Design polygon_area, sky130hd; sources not shown.
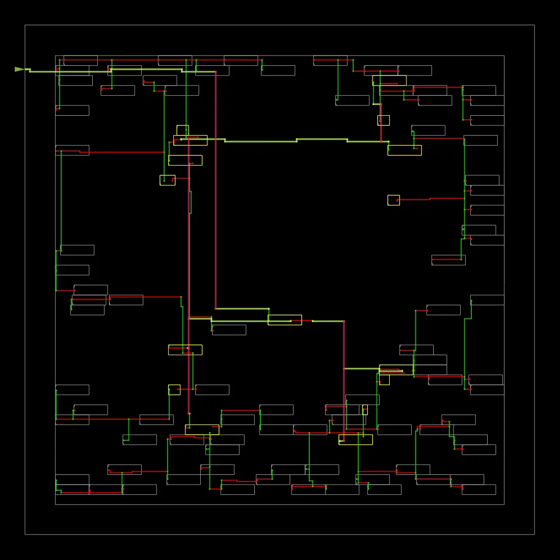
run_1/clock_nets.png
layout clock buffer count: 10
sink count of the clock tree: 86
Late-Pin Clk Latency: 0.36 ns
number of sequential cells in the layout: 86

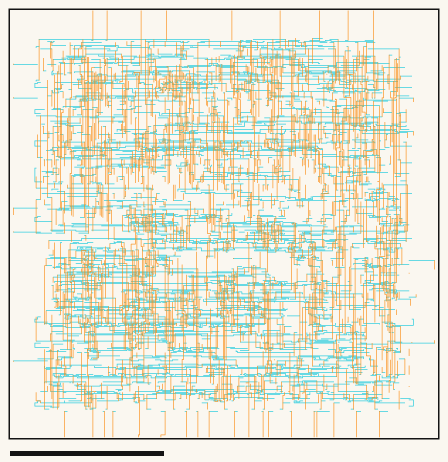
run_1/layers.png
Scale bar: 50 um. Two of the layers only.
layer	colour	wire length
M2	orange	9720 um
M1	cyan	9520 um
vias: 7172
DR WL/cell: 16.0 um
GRT Util Overall: 0.229
WL final: 20300 um

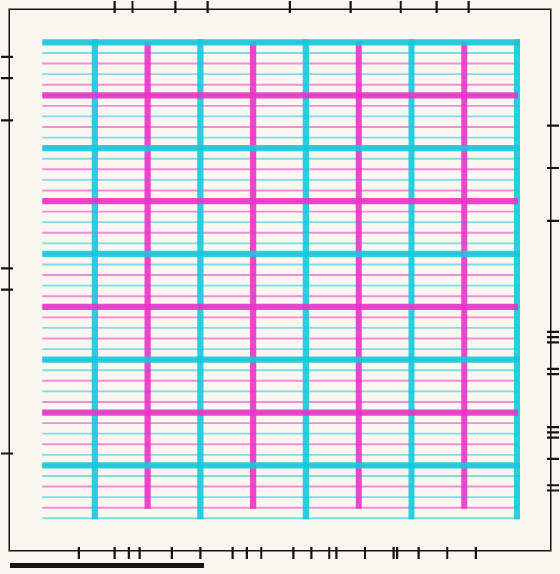
run_1/floorplan.png
Scale bar: 50 um. Pins as bars on the die edge.
net	colour
VDD	magenta
VSS	cyan
signal pins	48
rows	45
met1 rails	46
met4 straps	9
die width: 139 um
die y size: 139 um

==> impl_summary.log, run 1 <==
[flow] collecting metrics
INFO  metric outcome = completed
INFO  metric insertedDiodeCount = 0
INFO  metric post_dp_cell_area = 10200 um2
INFO  metric max_slew.worst_pin.slew = 1.01 ns
INFO  metric final_nets = 1284
INFO  metric most-common-layout-cells = inv_1, nand2_1, fa_1
INFO  metric post-place-ws = 0.595 ns
INFO  metric min_path_type = reg2reg
INFO  metric max_stage_delay = 0.63 ns
INFO  metric crit_path_frequent_cell = fa_1
INFO  metric postLayoutCoreUtil = 0.699
INFO  metric syn-instance-count = 1035
INFO  metric synth-seq-area-share = 0.226
INFO  metric post_layout_nonfiller_instances = 1267
INFO  metric critical-path-slowest-cell = mux2i_1
INFO  metric ys_top_cells_by_count = inv_1, nand2_1, fa_1
INFO  metric post-route-min-period = 10.82 ns
INFO  metric synth.yosys.chip_area = 9520 um2
INFO  metric fmax = 92.4 MHz
INFO  metric worst_setup_path_start_kind = input port
INFO  metric synth_flops = 86
INFO  metric synth.yosys.num_cells = 1035
INFO  metric maximum_capacitance_violations = 0
## run 1: cell type report
cell class                 instances  area (um2)  share of cell area
clock inverter                     6        53.8             0.00514
tap                              188         235              0.0225
timing repair buffer              54         523              0.0500
clock buffer                      10         229              0.0219
inverter                         149         561              0.0536
multi-input combinational        774        6710               0.641
sequential                        86        2150               0.206
## run 1: tightest hold or removal path, cell delays in order, from the launching register on
cell,delay (ns)
dfrtp_1,0.34
nand2_1,0.05
o21ai_0,0.06
## run 1: routing by layer
| metal | vias to the layer above | wire [um] |
|---|---|---|
| met4 | 0 | 222 |
| li1 | 3497 | - |
| met3 | 15 | 815 |
| met5 | - | 0 |
| met1 | 3516 | 9520 |
| met2 | 144 | 9720 |
==> run 1 -> run 2 <==
SETUP_SLACK_MARGIN = 0.15   (was not set)
==> run 2 against run 1 <==
Compared with the run above: global-route usage did not move; sequential cell count unchanged; worst hold slack stayed put; worst setup slack unchanged; synthesized cell count unchanged; critical path depth stayed put; critical endpoint unchanged; largest cell class unchanged.
==> impl_summary.log, run 2 <==
[flow] collecting metrics
INFO  metric grt_util_overall = 0.229
INFO  metric route.met3.wl = 815 um
INFO  metric finalWirelength = 20300 um
INFO  metric dr_total_vias = 7172
INFO  metric synth_flops = 86
INFO  metric final_nets = 1284
INFO  metric route.detailed.wl_per_inst = 16.0 um
INFO  metric post-route-min-period = 10.82 ns
INFO  metric worst_setup_path_start_kind = input port
INFO  metric maximum_capacitance_violations = 0
INFO  metric synth.yosys.chip_area = 9520 um2
INFO  metric fp.dieW = 139 um
INFO  metric fmax = 92.4 MHz
INFO  metric outcome = completed
INFO  metric insertedDiodeCount = 0
INFO  metric critical-path-slowest-cell = mux2i_1
INFO  metric synth-seq-area-share = 0.226
INFO  metric met2_length = 9720 um
INFO  metric post_layout_nonfiller_instances = 1267
run 2: cell counts in the layout (fill, tap and decap cells not counted):
No cell type changed its count.
run 2: layout make-up:
cell class              count  area, um2  share of cell area
multi-input cells         774       6710               0.641
flip-flops and latches     86       2150               0.206
inverters                 149        561              0.0536
repair buffers             54        523              0.0500
well taps                 188        235              0.0225
clock buffers              10        229              0.0219
clock inverters             6       53.8             0.00514
run 2: cells by family after synthesis:
kind of cell    synth area share
compound gates             0.115
xor+xnor                  0.0414
fa+ha+maj                  0.323
buf+inv                   0.0690
flops                      0.226
mux                       0.0613
simple gates               0.164
run 2: per-stage QoR:
stage | utilization | hold slack (ns)
global route | 0.699 | 0.463
CTS | 0.699 | 0.438
detailed placement | 0.680 | 0.421
global placement | 0.680 | 0.413
floorplan | - | 0.424
finish | 0.699 | 0.430
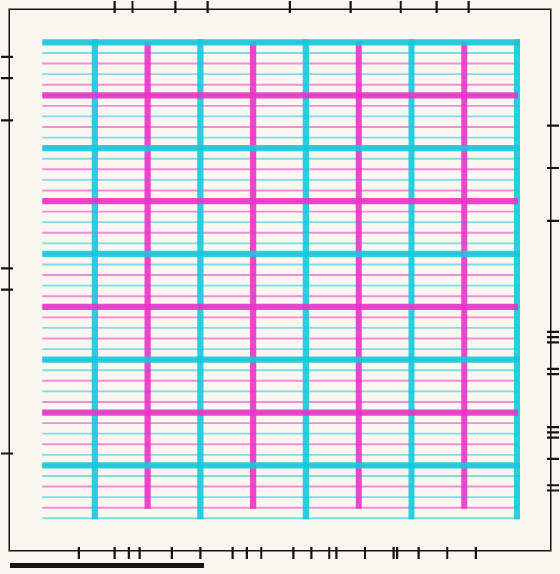
run_2/floorplan.png
Scale bar: 50 um. Pins as bars on the die edge.
net	colour
VSS	cyan
VDD	magenta
met1 rails	46
rows	45
signal pins	48
met4 straps	9
met5 straps	9
core area: 15000 um2

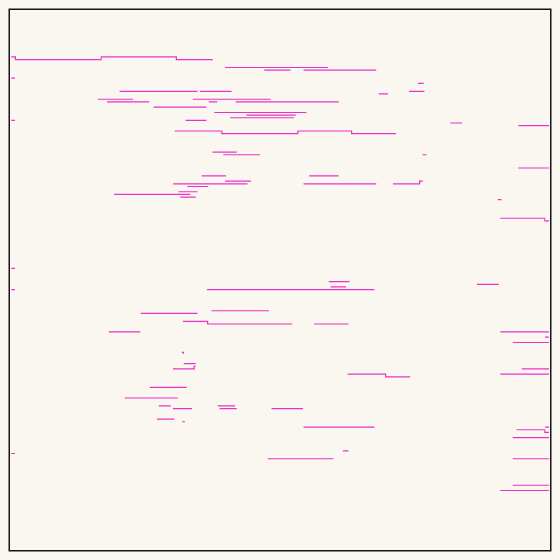
run_2/m3.png
wire length on this layer	815 um
main direction	horizontal
longest straight run	42.8 um
met3 Use GR: 0.0379

